<file path="config.mk">
export PLATFORM = sky130hd
export DESIGN_NAME = probe_capture_flat
export DESIGN_NICKNAME = d
export VERILOG_FILES = /design/src/rtl/probe_capture_if.sv /design/src/rtl/probe_capture.sv /design/src/flat_wrapper.sv
export SDC_FILE = /design/constraint.sdc
export NUM_CORES = 1
export LEC_CHECK = 0
export CAP_MARGIN = 10
export CELL_PAD_IN_SITES_DETAIL_PLACEMENT = 0
export CELL_PAD_IN_SITES_GLOBAL_PLACEMENT = 1
export CORE_ASPECT_RATIO = 0.5
export CORE_UTILIZATION = 41
export CTS_CLUSTER_SIZE = 8
export DETAILED_ROUTE_END_ITERATION = 12
export PLACE_DENSITY = 0.72
export SETUP_SLACK_MARGIN = 0.4
export SLEW_MARGIN = 5
export SYNTH_ARGS = -nofsm -noshare
export SYNTH_HDL_FRONTEND = slang
export SYNTH_SLANG_ARGS = --single-unit
</file>
<file path="constraint.sdc">
create_clock -name clk -period 2.1 [get_ports clk]
set_clock_uncertainty 0.05 [all_clocks]
set_input_delay 0.525 -clock clk [delete_from_list [all_inputs] [get_ports clk]]
set_output_delay 0.525 -clock clk [all_outputs]
set_load 0.005 [all_outputs]
</file>
<file path="src/rtl/probe_capture_if.sv">
// Probe-capture signal bundle: stimulus/consumer controls toward the capture
// block and the buffered sample/status returned from it.
interface probe_capture_if #(
  parameter int width = 1,
  parameter int cntw  = 5
);
  logic [width-1:0] in;
  logic             arm;
  logic             trig;
  logic             clr;
  logic             deq;
  logic [width-1:0] out;
  logic             out_valid;
  logic [cntw-1:0]  count;
  logic [1:0]       state;

  modport master (
    output in, arm, trig, clr, deq,
    input  out, out_valid, count, state
  );

  modport slave (
    input  in, arm, trig, clr, deq,
    output out, out_valid, count, state
  );
endinterface

</file>
<file path="src/rtl/probe_capture.sv">
// One-shot logic-analyser capture: arm, wait for a trigger, record depth
// consecutive samples, then let a consumer drain them oldest-first.
module probe_capture #(
  parameter int width = 1,
  parameter int depth = 16,
  parameter int cntw  = 5
) (
  input logic           clk,
  input logic           rst_n,
  probe_capture_if.slave pc
);

  // A depth-1 buffer still gets a 1-bit pointer, held at zero by ptr_inc.
  localparam int ptrw = (depth > 1) ? $clog2(depth) : 1;

  typedef enum logic [1:0] {
    IDLE    = 2'd0,
    ARMED   = 2'd1,
    CAPTURE = 2'd2,
    DONE    = 2'd3
  } state_t;

  localparam logic [cntw-1:0] last_c = cntw'(depth - 1);
  localparam logic [cntw-1:0] one_c  = cntw'(1);

  state_t           state_r;
  state_t           state_s;
  logic [cntw-1:0]  count_r;
  logic [ptrw-1:0]  wr_ptr_r;
  logic [ptrw-1:0]  rd_ptr_r;
  logic [width-1:0] mem_r [depth];
  logic             wr_en_s;
  logic             rd_en_s;
  logic             out_valid_s;
  logic [width-1:0] out_s;

  function automatic logic [ptrw-1:0] ptr_inc(input logic [ptrw-1:0] p);
    if (depth == 1) begin
      ptr_inc = '0;
    end else begin
      ptr_inc = p + ptrw'(1);
    end
  endfunction

  // State register.
  always_ff @(posedge clk or negedge rst_n) begin
    if (!rst_n) begin
      state_r <= IDLE;
    end else begin
      state_r <= state_s;
    end
  end

  // Next-state logic; clr overrides every other request.
  always_comb begin
    state_s = state_r;
    if (pc.clr) begin
      state_s = IDLE;
    end else begin
      case (state_r)
        IDLE:    if (pc.arm) state_s = ARMED; else state_s = IDLE;
        ARMED:   if (pc.trig) state_s = (depth == 1) ? DONE : CAPTURE;
                 else state_s = ARMED;
        CAPTURE: if (count_r == last_c) state_s = DONE; else state_s = CAPTURE;
        DONE:    if (rd_en_s && (count_r == one_c)) state_s = IDLE;
                 else state_s = DONE;
        default: state_s = IDLE;
      endcase
    end
  end

  // Output and datapath-enable decode from the current state.
  always_comb begin
    wr_en_s     = 1'b0;
    out_valid_s = 1'b0;
    case (state_r)
      ARMED:   wr_en_s = pc.trig & ~pc.clr;
      CAPTURE: wr_en_s = ~pc.clr;
      DONE:    out_valid_s = (count_r != '0);
      default: wr_en_s = 1'b0;
    endcase
    rd_en_s = out_valid_s & pc.deq & ~pc.clr;
    if (out_valid_s) begin
      out_s = mem_r[rd_ptr_r];
    end else begin
      out_s = '0;
    end
  end

  // Occupancy and pointers; both pointers rewind whenever IDLE is entered.
  always_ff @(posedge clk or negedge rst_n) begin
    if (!rst_n) begin
      count_r  <= '0;
      wr_ptr_r <= '0;
      rd_ptr_r <= '0;
    end else if (state_s == IDLE) begin
      count_r  <= '0;
      wr_ptr_r <= '0;
      rd_ptr_r <= '0;
    end else if (wr_en_s) begin
      count_r  <= count_r + one_c;
      wr_ptr_r <= ptr_inc(wr_ptr_r);
    end else if (rd_en_s) begin
      count_r  <= count_r - one_c;
      rd_ptr_r <= ptr_inc(rd_ptr_r);
    end
  end

  // Sample storage is never reset; out is masked until a capture completes.
  always_ff @(posedge clk) begin
    if (wr_en_s) begin
      mem_r[wr_ptr_r] <= pc.in;
    end
  end

  assign pc.state     = state_r;
  assign pc.count     = count_r;
  assign pc.out_valid = out_valid_s;
  assign pc.out       = out_s;

endmodule

</file>
<file path="src/flat_wrapper.sv">
// flat-port wrapper written by rule: the top's interface ports become plain ports
module probe_capture_flat 
#(
  parameter int width = 1,
  parameter int depth = 16,
  parameter int cntw  = 5
)
  (clk, rst_n, pc_in, pc_arm, pc_trig, pc_clr, pc_deq, pc_out, pc_out_valid, pc_count, pc_state);
  probe_capture_if #(.width(width), .cntw(cntw)) pc_i ();
  input logic clk;
  input logic rst_n;
  input wire logic [$bits(pc_i.in)-1:0] pc_in;
  input wire logic [$bits(pc_i.arm)-1:0] pc_arm;
  input wire logic [$bits(pc_i.trig)-1:0] pc_trig;
  input wire logic [$bits(pc_i.clr)-1:0] pc_clr;
  input wire logic [$bits(pc_i.deq)-1:0] pc_deq;
  output wire logic [$bits(pc_i.out)-1:0] pc_out;
  output wire logic [$bits(pc_i.out_valid)-1:0] pc_out_valid;
  output wire logic [$bits(pc_i.count)-1:0] pc_count;
  output wire logic [$bits(pc_i.state)-1:0] pc_state;
  assign pc_i.in = pc_in;
  assign pc_i.arm = pc_arm;
  assign pc_i.trig = pc_trig;
  assign pc_i.clr = pc_clr;
  assign pc_i.deq = pc_deq;
  assign pc_out = pc_i.out;
  assign pc_out_valid = pc_i.out_valid;
  assign pc_count = pc_i.count;
  assign pc_state = pc_i.state;
  probe_capture #(.width(width), .depth(depth), .cntw(cntw)) u_core (.clk(clk), .rst_n(rst_n), .pc(pc_i));
endmodule
</file>
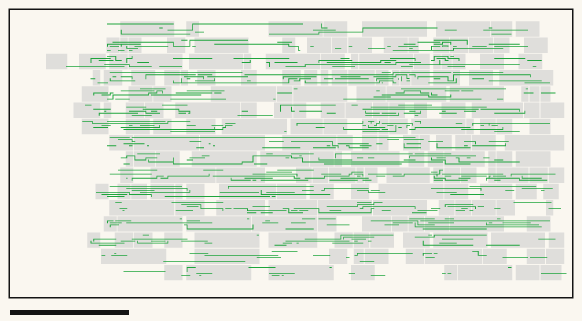
run_1/layer_met1.png
Scale bar: 20 um. Cells faint in the background.
nets with wire on the layer: 209
wire length on this layer: 2,100 um

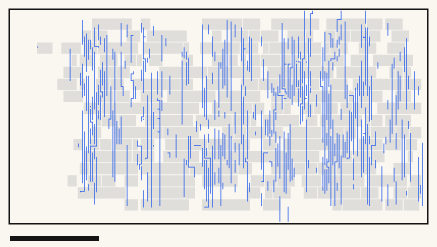
run_1/layer_met2.png
Scale bar: 20 um. Cells faint in the background.
wire length on this layer: 1,950 um
longest straight run: 30.3 um
main direction: vertical
nets with wire on the layer: 200
share of all routed wire: 46%

==> out/qor.csv, run 1 <==
stage,metric,value,unit
routing,Via-to-Cell Ratio,5.101,
finish,fin nets,234,
global_route,first-pass GRT wire length,6023,um
cts,CTS HTree Levels,2,
global_route,Congestion Overflow GR,0,
global_route,vias in the first global route,1210,
floorplan,Die Size,0.004525,sq mm
placement,DP HPWL,2781,um
finish,area grow syn2layout,60.17,%
floorplan,core area,0.003984,sq mm
final_timing,Slew @ Worst Pin,0.4970,ns
final_timing,fin crit period,2.537,ns
synth,Main synth FF type,edfxtp_1,
routing,WL/cell,15.87,um
final_timing,worst rel slew slack,0.6676,
pwr,P_leak,1.139,nW
setup_path,Crit Reg-Reg Startpoint,u_core.pc.count[0],
synth,Flops after synth,31,
routing,drt first pass iters,4,
cts,"Reg clk slew, reported paths",0.07,ns
synth,Yosys Chip Area,0.001740,sq mm
final_timing,endpoints failing setup,1,
pwr,Power per Cell Area,545.5,mW/mm^2
cts,clock buffer depth,2,
setup_path,Crit Path Max Fanout,5,
final_timing,setup ws final,-0.4372,ns
outcome,outcome,finished with violations,
floorplan,Row Count,16,
routing,Vias,1367,
final_timing,fin crit share,1.208,
outcome,failing checks,setup timing,
global_route,largest net degree at the start of global routing,17,
floorplan,floorplan utilization,0.4369,
synth,most common cell in the netlist,edfxtp_1,
setup_path,Worst Path Buf+Inv,1,
floorplan,# IOs,16,
finish,Final Core Density,0.6997,
synth,Synth Seq Share,0.4917,
setup_path,crit start category,flop,
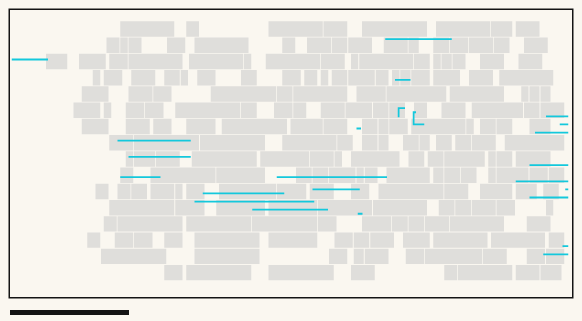
run_1/layer_met3.png
Scale bar: 20 um. Cells faint in the background.
wire length on this layer: 161 um
longest straight run: 19.8 um
share of all routed wire: 3.8%
nets with wire on the layer: 20

run 1: final cells by class:
| type | count | share of cell area |
|---|---|---|
| inverter | 9 | 0.01391 |
| sequential | 31 | 0.3079 |
| timing repair buffer | 67 | 0.2208 |
| tap | 54 | 0.02424 |
| clock inverter | 2 | 0.02154 |
| multi-input combinational | 99 | 0.3855 |
| clock buffer | 6 | 0.02603 |
run 1: where the power goes:
part / internal, mW / leakage, nW / total, mW / switching (mW)
registers: 0.643 / 0.349 / 0.646 / 0.00275
logic: 0.0898 / 0.724 / 0.171 / 0.0815
clock network: 0.474 / 0.0654 / 0.703 / 0.229
total: 1.21 / 1.14 / 1.52 / 0.313
run 1: layer usage:
metal | wire length [um] | track usage
met1 | 2101 | 0.2670
met4 | 37 | 0.07385
met2 | 1954 | 0.2957
met3 | 160 | 0.04444
met5 | 0 | 0
run 1: registers in the layout (all words and copies together) (netlist names):
register,flops
u_core.mem_r,16
u_core.pc.state,2
u_core.wr_ptr_r,4
u_core.rd_ptr_r,4
u_core.pc.count,5
run 1: worst paths after layout:
kind / endpoint / slack (ns) / depth (start not counted)
min reg2reg: u_core.rd_ptr_r[3] / 0.58 / 2
max: pc_out / -0.44 / 4
min: u_core.pc.count[2] / 0.54 / 2
max in group asynchronous: u_core.rd_ptr_r[0] / 1.27 / 2
min in group clk: u_core.rd_ptr_r[3] / 0.58 / 2
max reg2reg: u_core.pc.count[1] / 0.01 / 11
run 1: cells by family (layout without fill, tap and decap cells):
| family | after synthesis | in the layout | share of synthesized area |
|---|---|---|---|
| adder cells (fa/ha/maj) | 14 | 14 | 0.1006 |
| XOR/XNOR | 9 | 9 | 0.04529 |
| AND-OR/OR-AND | 13 | 13 | 0.06614 |
| flip-flops | 31 | 31 | 0.4917 |
| buffers and inverters | 14 | 84 | 0.03595 |
| multiplexers | 6 | 6 | 0.07908 |
| AND/OR/NAND/NOR | 57 | 57 | 0.1812 |
run 1: cell usage in the layout (no fill, tap or decap), types with 6 or more instances in the layout:
master    Yosys  final
buf_4         0     30
buf_6         1     23
edfxtp_1     16     16
dfrtp_1      15     13
ha_1         14      8
nand2_1       7      7
nor2_2        0      7
nor2_4        0      6
and2_4        0      6
ha_4          0      6
run 1: per-stage QoR:
step                      hold WS (ns)  setup slack (ns)  instances
after CTS                       0.5181           -0.4526        259
after detailed placement        0.5215           -0.5539        234
final                           0.5370           -0.4372        268
after global routing            0.5589           -0.4994        268
after global placement          0.5162           -0.5228        234
after floorplan                 0.1794          -0.03047        144
run 1: repair_timing:
item / in CTS / in global routing
endpoints found under the hold margin: 0 / 0
setup buffers: 16 / 9
gates resized: 73 / 31
endpoints found under the setup margin: 39 / 36
pin swaps: 10 / 13
hold buffers: 0 / 0
gates cloned: 1 / 0
--- run 2 (diff from run 1) ---
--- a/config.mk
+++ b/config.mk
@@ -5,7 +5,7 @@
 export SDC_FILE = /design/constraint.sdc
 export NUM_CORES = 1
 export LEC_CHECK = 0
-export CAP_MARGIN = 10
+export CAP_MARGIN = 20
 export CELL_PAD_IN_SITES_DETAIL_PLACEMENT = 0
 export CELL_PAD_IN_SITES_GLOBAL_PLACEMENT = 1
 export CORE_ASPECT_RATIO = 0.5
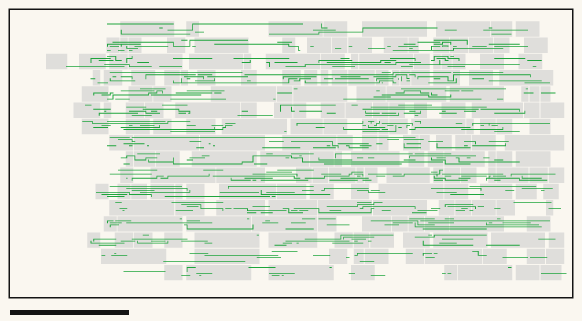
run_2/layer_met1.png
Scale bar: 20 um. Cells faint in the background.
longest straight run: 47.4 um
nets with wire on the layer: 209
main direction: horizontal
wire length on this layer: 2,100 um
share of all routed wire: 49%

==> run 2 against run 1 <==
Net effect: the run still ends with setup timing left; final cell count is the same; critical path depth unchanged; core utilization is the same; count of clock-buffer cells in the layout stayed put; global-route usage unchanged; die size unchanged; wire length is the same; synthesized cell count did not move; non-clock buffer count is the same; combinational power about the same; maximum frequency stayed put; setup slack did not move.
==> out/qor.csv, run 2 <==
stage,metric,value,unit,change
global_route,initial antenna violation count,0,,
routing,Vias,1367,,unchanged
global_route,largest net degree at the start of global routing,17,,unchanged
synth,Main synth FF type,edfxtp_1,,
synth,Yosys Chip Area,0.001740,sq mm,unchanged
synth,Synth Cell Area,0.001740,sq mm,
floorplan,Die Size,0.004525,sq mm,unchanged
setup_path,crit path DAT,1.96,ns,
cts,"Reg clk slew, reported paths",0.07,ns,about the same
finish,Post-Layout Cell Count,268,,unchanged
synth,"Compound Share, Synth",0.06614,,unchanged
setup_path,Required @ worst endpoint,1.52,ns,
floorplan,floorplan utilization,0.4369,,unchanged
global_route,GRT Overall Usage,0.1912,,
synth,Async SR Flop Fraction,0.4839,,
setup_path,critical path class,flop to output pin,,
routing,Starting DRT DRC Count,67,,
placement,DP HPWL,2781,um,unchanged
synth,Mux area share,0.07908,,unchanged
flow_run,Log Warnings,38,,
cts,CTS Buf Count,5,,
setup_path,Crit Path Max Fanout,5,,unchanged
finish,Biggest register,u_core.mem_r,,
routing,drt first pass iters,4,,unchanged
floorplan,Die X,94.14,um,
placement,gpl congestion,0.7318,,
floorplan,core area,0.003984,sq mm,unchanged
floorplan,Row Count,16,,unchanged
final_timing,Max Transition Viols Final,0,,
outcome,outcome,finished with violations,,
final_timing,RSZ-0062 raised after global routing,true,,
global_route,Congestion Overflow GR,0,,unchanged
pwr,Power per Cell Area,545.5,mW/mm^2,unchanged
cts,CTS tree,built,,
final_timing,WHS,0.5370,ns,unchanged
finish,area grow syn2layout,60.17,%,unchanged
synth,Syn Inst Count,144,,
synth,Top area cell types,"edfxtp_1, dfrtp_1, ha_1",,
synth,adder share,0.1006,,unchanged
routing,WL/cell,15.87,um,unchanged
placement,pre-CTS setup slack,-0.5539,ns,unchanged
setup_path,R2R cell count,11,,unchanged
final_timing,fin crit period,2.537,ns,unchanged
cts,clock sinks,31,,
final_timing,fin crit share,1.208,,unchanged
synth,Mapped Avg Cell Area,12.09,sq um,
synth,Flops after synth,31,,unchanged
synth,Synth Seq Share,0.4917,,unchanged
floorplan,# IOs,16,,unchanged
routing,post-route ant nets,0,,
synth,Synth warnings,0,,
cts,clock buffer depth,2,,unchanged
final_timing,setup ws final,-0.4372,ns,unchanged
global_route,first-pass GRT wire length,6023,um,unchanged
final_timing,worst rel slew slack,0.6676,,unchanged
setup_path,crit start category,flop,,
synth,"top cells by count, synth","edfxtp_1, dfrtp_1, nor2_1, ha_1, and2_1",,
worst_hold_path,Hold Path Class,input pin to asynchronous set/reset pin,,
flow_run,Max Cap Violations,0,,
finish,fin nets,234,,unchanged
final_timing,Slew @ Worst Pin,0.4970,ns,unchanged
global_route,vias in the first global route,1210,,unchanged
synth,most common cell in the netlist,edfxtp_1,,
outcome,failing checks,setup timing,,
finish,number of flip-flops in the largest register,16,,unchanged
routing,Via-to-Cell Ratio,5.101,,unchanged
cts,CTS HTree Levels,2,,unchanged
final_timing,maximum operating frequency,394.1,MHz,
finish,most frequent logic cell in the layout,buf_4,,
synth,"XOR Share, Synth",0.04529,,unchanged
pwr,P_leak,1.139,nW,unchanged
synth,Synth cell types,31,,
cts,"Hold-fix buffers, CTS",0,,unchanged
synth,simple-gate share of the synthesized area,0.1812,,unchanged
synth,Synth area leader,edfxtp_1,,
final_timing,endpoints failing setup,1,,unchanged
routing,DRT Wirelength,4254,um,
pwr,Max rail drop VDD,0.3243,mV,
final_timing,setup TNS,-0.4372,ns,
cts,clk root buf,clkbuf_8,,
placement,dpl cells,234,,unchanged
finish,Top cells excl fill/tap,"buf_4, buf_6, edfxtp_1",,
finish,ANT cells,0,,
floorplan,die y size,48.07,um,
synth,Logic family by area,simple AND/OR/NAND/NOR gates,,
## run 2: cell counts after synthesis
No cell type changed its count.
## run 2: through the flow
stage	util	cell area (sq um)	total power, mW
final	0.6997	2788	1.521
after global routing	0.6997	2788	1.559
after CTS	0.6539	2605	1.496
after detailed placement	0.5550	2211	0.7640
after global placement	0.5550	2211	0.7613
after floorplan	-	1836	0.7091
## run 2: cell type report
class | count | area [sq um]
Fill cell | 271 | 1196
Multi-Input combinational cell | 99 | 1075
Clock inverter | 2 | 60.06
Sequential cell | 31 | 858.3
Inverter | 9 | 38.79
Timing Repair Buffer | 67 | 615.6
Clock buffer | 6 | 72.57
Tap cell | 54 | 67.56
## run 2: cells by family (layout without fill, tap and decap cells)
family / count (synthesis) / in the layout
flip-flops: 31 / 31
multiplexers: 6 / 6
AND/OR/NAND/NOR: 57 / 57
buffers and inverters: 14 / 84
AND-OR/OR-AND: 13 / 13
XOR/XNOR: 9 / 9
adder cells (fa/ha/maj): 14 / 14
## run 2: final timing paths
path / start / to / slack (ns)
min in group clk: u_core.rd_ptr_r[3] / u_core.rd_ptr_r[3] / 0.58
worst min register to register: u_core.rd_ptr_r[3] / u_core.rd_ptr_r[3] / 0.58
max in group asynchronous: rst_n / u_core.rd_ptr_r[0] / 1.27
worst max-delay path: u_core.rd_ptr_r[0] / pc_out / -0.44
worst max register to register: u_core.pc.count[0] / u_core.pc.count[1] / 0.01
worst min-delay path: rst_n / u_core.pc.count[2] / 0.54
## run 2: repair_timing
item                                    CTS  global route
resized                                  73            31
endpoints found under the setup margin   39            36
hold endpoints to repair                  0             0
cloned                                    1             0
buffers inserted                         16             9
pin swaps                                10            13
## run 2: report_power, final
part	internal (mW)	total, mW	leakage [nW]	switching [mW]
Sequential	0.643	0.646	0.349	0.00275
Clock	0.474	0.703	0.0654	0.229
Combinational	0.0898	0.171	0.724	0.0815
Total	1.21	1.52	1.14	0.313
## run 2: critical path, stage by stage (launching register included)
cell	delay, ns
dfrtp_2	0.44
mux4_2	0.52
mux4_2	0.47
and2_4	0.15
buf_6	0.10
## run 2: metal layers
| layer | part of all wire | GRT usage | vias up |
|---|---|---|---|
| li1 | - | - | 656 |
| met1 | 0.49 | 0.2670 | 672 |
| met2 | 0.46 | 0.2957 | 34 |
| met3 | 0.038 | 0.04444 | 5 |
| met4 | 0.0087 | 0.07385 | 0 |
| met5 | 0 | 0 | - |
Power and IR drop assume default switching activity.
